==> config.mk <==
export PLATFORM = sky130hd
export DESIGN_NAME = fir_mac_seq
export DESIGN_NICKNAME = d
export VERILOG_FILES = /design/src/rtl/fir_pkg.sv /design/src/rtl/mac_core.sv /design/src/rtl/fir_mac_seq.sv
export SDC_FILE = /design/constraint.sdc
export NUM_CORES = 2
export LEC_CHECK = 0
export CORE_ASPECT_RATIO = 2
export CORE_MARGIN = 2
export CORE_UTILIZATION = 50
export DETAILED_ROUTE_END_ITERATION = 6
export PLACE_DENSITY_LB_ADDON = 0.12
export SYNTH_ARGS = -nofsm -noshare
export SYNTH_HDL_FRONTEND = slang
export SYNTH_HIERARCHICAL = 1
export SYNTH_SLANG_ARGS = --single-unit
==> constraint.sdc <==
create_clock -name clk -period 8.4 [get_ports clk]
set_clock_uncertainty 0.2 [all_clocks]
set_input_delay 0.84 -clock clk [delete_from_list [all_inputs] [get_ports clk]]
set_output_delay 0.84 -clock clk [all_outputs]
set_load 0.02 [all_outputs]
==> src/rtl/fir_pkg.sv <==
// Shared definitions for the time-multiplexed FIR filter.
// Default widths, FSM encoding and a constant clog2 helper.
package fir_pkg;

    localparam int FIR_WIN   = 16;
    localparam int FIR_WC    = 18;
    localparam int FIR_NTAPS = 17;

    typedef enum logic [1:0] {
        S_IDLE  = 2'd0,
        S_MAC   = 2'd1,
        S_DRAIN = 2'd2,
        S_OUT   = 2'd3
    } fir_state_t;

    function automatic int clog2(input int n);
        int r;
        r = 0;
        while ((1 << r) < n) r++;
        return r;
    endfunction

endpackage

==> src/rtl/mac_core.sv <==
// Pipelined signed multiply-accumulate: operand regs, product reg, accumulator.
// A valid bit travels with each operand pair so only real taps accumulate.
module mac_core #(
    parameter int WA   = 18,
    parameter int WB   = 16,
    parameter int WACC = 39
) (
    input  logic                   clk,
    input  logic                   rst,
    input  logic                   clear,
    input  logic                   en,
    input  logic signed [WA-1:0]   a,
    input  logic signed [WB-1:0]   b,
    output logic signed [WACC-1:0] acc
);

    logic signed [WA-1:0]    a_q;
    logic signed [WB-1:0]    b_q;
    logic signed [WA+WB-1:0] p_q;
    logic                    v1;
    logic                    v2;

    always_ff @(posedge clk or negedge rst) begin
        if (!rst) begin
            a_q <= '0;
            b_q <= '0;
            p_q <= '0;
            v1  <= 1'b0;
            v2  <= 1'b0;
            acc <= '0;
        end else if (clear) begin
            v1  <= 1'b0;
            v2  <= 1'b0;
            acc <= '0;
        end else begin
            a_q <= a;
            b_q <= b;
            v1  <= en;
            p_q <= (WA+WB)'(a_q) * (WA+WB)'(b_q);
            v2  <= v1;
            if (v2) acc <= acc + WACC'(p_q);
        end
    end

endmodule

==> src/rtl/fir_mac_seq.sv <==
// Time-multiplexed FIR: one MAC walks all taps per accepted sample.
// Owns the delay line, coefficient bank, tap sequencing and output register.
module fir_mac_seq
    import fir_pkg::*;
#(
    parameter int Win   = FIR_WIN,
    parameter int Wc    = FIR_WC,
    parameter int NTAPS = FIR_NTAPS
) (
    input  logic                                    clk,
    input  logic                                    rst,
    input  logic                                    clr,
    input  logic                                    coef_we,
    input  logic [clog2(NTAPS)-1:0]                 coef_addr,
    input  logic signed [Wc-1:0]                    coef_wdata,
    input  logic signed [Win-1:0]                   din,
    input  logic                                    din_valid,
    output logic                                    din_ready,
    output logic signed [Win+Wc+clog2(NTAPS)-1:0]   dout,
    output logic                                    dout_valid,
    output logic                                    busy
);

    localparam int AW   = clog2(NTAPS);
    localparam int Wacc = Win + Wc + AW;
    localparam logic [AW-1:0] LAST = AW'(NTAPS - 1);

    fir_state_t state, state_nx;

    logic [AW-1:0]          k;
    logic [AW-1:0]          wr_ptr;
    logic [AW:0]            fill;
    logic [AW-1:0]          rd_idx;
    logic signed [Wc-1:0]   coef [NTAPS];
    logic signed [Win-1:0]  hist [NTAPS];
    logic signed [Wc-1:0]   tap_h;
    logic signed [Win-1:0]  tap_x;
    logic signed [Wacc-1:0] acc;
    logic                   idle;
    logic                   accept;
    logic                   flush;
    logic                   mac_en;
    logic                   coef_ok;

    always_ff @(posedge clk or negedge rst) begin
        if (!rst) state <= S_IDLE;
        else      state <= state_nx;
    end

    always_comb begin
        state_nx = state;
        unique case (state)
            S_IDLE:  if (din_valid && !clr) state_nx = S_MAC;
            S_MAC:   if (k == LAST) state_nx = S_DRAIN;
            S_DRAIN: if (k == AW'(1)) state_nx = S_OUT;
            S_OUT:   state_nx = S_IDLE;
            default: state_nx = S_IDLE;
        endcase
    end

    always_comb begin
        idle      = (state == S_IDLE);
        din_ready = idle;
        busy      = !idle;
        accept    = idle && din_valid && !clr;
        flush     = idle && clr;
        mac_en    = (state == S_MAC);
    end

    // k indexes taps in MAC, then counts the two drain cycles
    always_ff @(posedge clk or negedge rst) begin
        if (!rst) begin
            k <= '0;
        end else if (accept) begin
            k <= '0;
        end else if (mac_en) begin
            k <= (k == LAST) ? '0 : k + 1'b1;
        end else if (state == S_DRAIN) begin
            k <= k + 1'b1;
        end
    end

    always_ff @(posedge clk or negedge rst) begin
        if (!rst) begin
            wr_ptr <= '0;
            fill   <= '0;
        end else if (flush) begin
            wr_ptr <= '0;
            fill   <= '0;
        end else begin
            if (accept && fill != (AW+1)'(NTAPS)) fill <= fill + 1'b1;
            if (state == S_OUT) wr_ptr <= (wr_ptr == LAST) ? '0 : wr_ptr + 1'b1;
        end
    end

    assign coef_ok = ({1'b0, coef_addr} < (AW+1)'(NTAPS));

    // Storage arrays carry no reset: the bank survives reset, history is gated by fill
    always_ff @(posedge clk) begin
        if (accept) hist[wr_ptr] <= din;
        if (idle && coef_we && coef_ok) coef[coef_addr] <= coef_wdata;
    end

    always_comb begin
        rd_idx = (wr_ptr >= k) ? wr_ptr - k : wr_ptr + AW'(NTAPS) - k;
        tap_h  = coef[k];
        tap_x  = ({1'b0, k} < fill) ? hist[rd_idx] : '0;
    end

    mac_core #(
        .WA   (Wc),
        .WB   (Win),
        .WACC (Wacc)
    ) u_mac (
        .clk   (clk),
        .rst   (rst),
        .clear (accept),
        .en    (mac_en),
        .a     (tap_h),
        .b     (tap_x),
        .acc   (acc)
    );

    always_ff @(posedge clk or negedge rst) begin
        if (!rst) begin
            dout       <= '0;
            dout_valid <= 1'b0;
        end else begin
            dout_valid <= (state == S_OUT);
            if (state == S_OUT) dout <= acc;
        end
    end

endmodule
==> impl_metrics.csv <==
group,metric,value,unit
cts,number_of_buffers_added_by_the_clock_tree_synthesis_step,68,
setup_path,slowest_delay,820,ps
yosys,yosysSeqAreaShare,50.9,%
cts,cts_tree,"built",
yosys,synthesis.instances,3228,
drt,ant_nets,0,
global_route,antenna_found_initial,4,
cts,clockBufferDepth,3,
finish,most-common-layout-cells,"578 x sky130_fd_sc_hd__edfxtp_1, 365 x sky130_fd_sc_hd__nand2_1, 364 x sky130_fd_sc_hd__inv_1",
placed_design,io_buffer_count,85,
placed_design,dpl_worst_slack,1580,ps
setup_path,worst_ep_required_time,8730,ps
final_timing,setup_total_negative_slack,0,ps
outcome,outcome,"completed",
cts,clkTransAtPathRegs,60,ps
die,ioPinCount,86,
yosys,postSynthRegisterBits,745,
setup_path,critPathCaptureType,"flop",
die,fp_util,50.2,%
final_timing,layout_min_cycle_time,6850,ps
yosys,synth.area.top_cells,"sky130_fd_sc_hd__edfxtp_1 41%, sky130_fd_sc_hd__fa_1 14%, sky130_fd_sc_hd__dfrtp_1 9.9%, sky130_fd_sc_hd__mux4_2 4.8%, sky130_fd_sc_hd__ha_1 4.5%",
final_timing,final_hold_viol_count,0,
yosys,syn_area_per_cell,13.1,um^2
setup_path,timing.critical_path.from_type,"flop",
finish,flow.area_growth_from_synthesis,10.4,%
yosys,yosys-mux-area-fraction,8.79,%
final_timing,final.hold.worst_slack,18.2,ps
final_timing,postLayoutSetupSlackWorst,1550,ps
cts,ctsHtreeMaxLevel,3,
yosys,synthesis.yosys.warnings,6,
die,die.size.x,210,um
die,core.rowCount,151,
finish,layout.area.seq,21500,um^2
drt,drt_iter0_markers,1761,
cts,post_cts.resized_instances,0,
yosys,enable_flop_cells,578,
yosys,unique_cell_type_count_in_the_yosys_netlist,85,
cts,clock_tree.root_cell,"sky130_fd_sc_hd__clkbuf_16",
yosys,post_synth_xor_xnor_area,1.51,%
setup_path,worst-r2r-cell-count,20,
yosys,post-synth-top-area-cell,"sky130_fd_sc_hd__edfxtp_1",
die,core_area,84300,um^2
global_route,first_pass_grt_wire_length,154000,um
min_path,min_path_type,"input port to asynchronous set/reset pin",
setup_path,path_cells,"nand2_1 > fa_1 > inv_1 > fa_1 > inv_1 > fa_1 > inv_1 > fa_1 > fa_1 > inv_1 > fa_1 > inv_1 > ha_1 > and3_1 > nand2_1 > o21ai_0 > a31oi_1 > o2bb2ai_1 > xnor2_1 > mux2_2",
finish,final_util,55.5,%
global_route,grt_total_ovfl,0,
yosys,compound_area_share,6.11,%
final_timing,min_period_over_period,81.6,%
yosys,synth_largest_type_area_fraction,41.0,%
cts,clkSinkCount,745,
final_timing,maxSlewViolCount,0,
finish,mi_logic_area,18900,um^2
yosys,cell_area_after_synthesis,42300,um^2
setup_path,wp_data_arrival,7190,ps
finish,layout_top_cell,"sky130_fd_sc_hd__edfxtp_1",
finish,layout.nets,3780,
job,stage_log_warnings,39,
yosys,postSynth.topFlopCell,"sky130_fd_sc_hd__edfxtp_1",
yosys,top_logic_cell_family_in_the_synthesized_netlist,"adder cells",
global_route,first_global_vias,26100,
global_route,grt_max_degree,96,
finish,antenna-diode-count,0,
job,timing.max_cap.violations,0,
yosys,ys_chip_area,42300,um^2
yosys,async_flop_share,22.4,%
yosys,fa_ha_area_share,18.4,%
die,chipHeight,416,um
yosys,yosys.area_share.simple,9.62,%
die,design.die.area,87200,um^2
yosys,synthMostInstantiatedCell,"sky130_fd_sc_hd__edfxtp_1",
placed_design,detailedPlacementHpwl,65200,um
setup_path,timing.setup.critical_path_class,"flop to flop",
==> flip-flops by register name, indices dropped and copies added (netlist names) <==
name	count
state	2
u_mac/a_q	18
u_mac/b_q	16
u_mac/p_q	34
wr_ptr	5
dout_valid	1
dout	39
u_mac/acc	39
u_mac/v2	1
u_mac/v1	1
coef	306
fill	6
k	5
hist	272
==> worst paths after layout <==
check | slack, ps | start | to
max in group asynchronous | 6660 | rst | k[0]
min reg2reg | 290 | u_mac/p_q[0] | u_mac/p_q[0]
max reg2reg | 1550 | u_mac/b_q[7] | u_mac/p_q[28]
max | 1550 | u_mac/b_q[7] | u_mac/p_q[28]
min | 20 | rst | dout[14]
min in group clk | 290 | u_mac/p_q[0] | u_mac/p_q[0]
==> area by class of cell <==
| cell class | instances | share of cell area [%] |
|---|---|---|
| Clock buffer | 81 | 3.75 |
| Timing Repair Buffer | 139 | 2.78 |
| Clock inverter | 41 | 1.07 |
| Sequential cell | 745 | 46.1 |
| Tap cell | 1071 | 2.87 |
| Multi-Input combinational cell | 1973 | 40.5 |
| Inverter | 364 | 2.92 |
==> per-layer routing <==
metal / vias to the layer above / wire (um) / track usage, %
li1: 11400 / - / -
met1: 12900 / 40300 / 30.6
met2: 624 / 49900 / 39.4
met3: 154 / 4830 / 3.46
met4: 6 / 3580 / 9.18
met5: - / 39 / 0
==> cell families (layout without fill, tap and decap cells) <==
group / after synthesis / after routing
buf+inv: 510 / 625
fa+ha+maj: 446 / 446
xor+xnor: 73 / 73
mux: 249 / 249
compound gates: 354 / 354
simple gates: 851 / 851
flops: 745 / 745
==> through the flow <==
stage | area (um^2) | std cells
floorplan | 42300 | 3228
global placement | 44500 | 4292
detailed placement | 44500 | 4292
CTS | 46700 | 4414
global route | 46700 | 4414
finish | 46700 | 4414
==> critical path: cells and delay by family, from the launching register on <==
kind / cells / cell delay [ps]
muxes: 1 / 260
AOI/OAI and AO/OA: 3 / 1210
and+or+nand+nor: 3 / 480
buffers and inverters: 5 / 260
adders and majority gates: 7 / 3410
DFF: 1 / 820
xor gates and xnor gates: 1 / 120
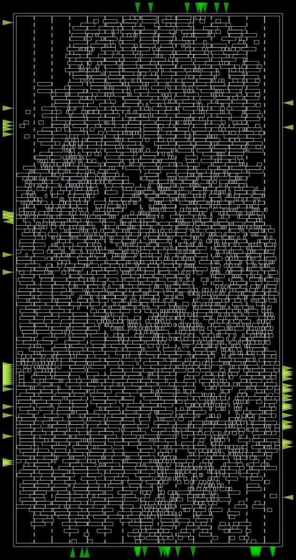
Figure 1: placement view.
sequential cell area share: 46.1%
post-layout instance count excluding filler cells: 4414
sequential cells: 745
fill cell total of the finished layout: 6996

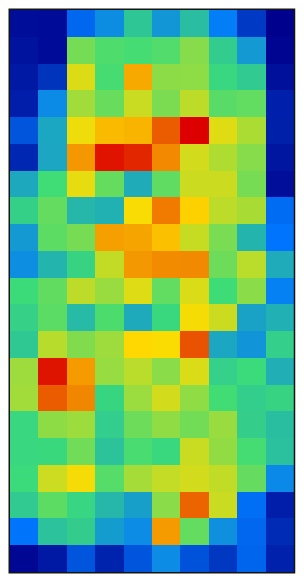
Figure 2: routed metal per tile.
The die is cut into 10 by 21 equal tiles; dark blue is low, red is high, scaled to the fullest tile. Values are wire area over tile area, all layers added.
- mean over tiles: 0.18
- nearly empty tiles: 1.4%
- fullest tile: 0.36
overall global routing resource usage: 23.4%
per-cell routed wire length: 22.4 um
total wire length after detailed routing: 98700 um

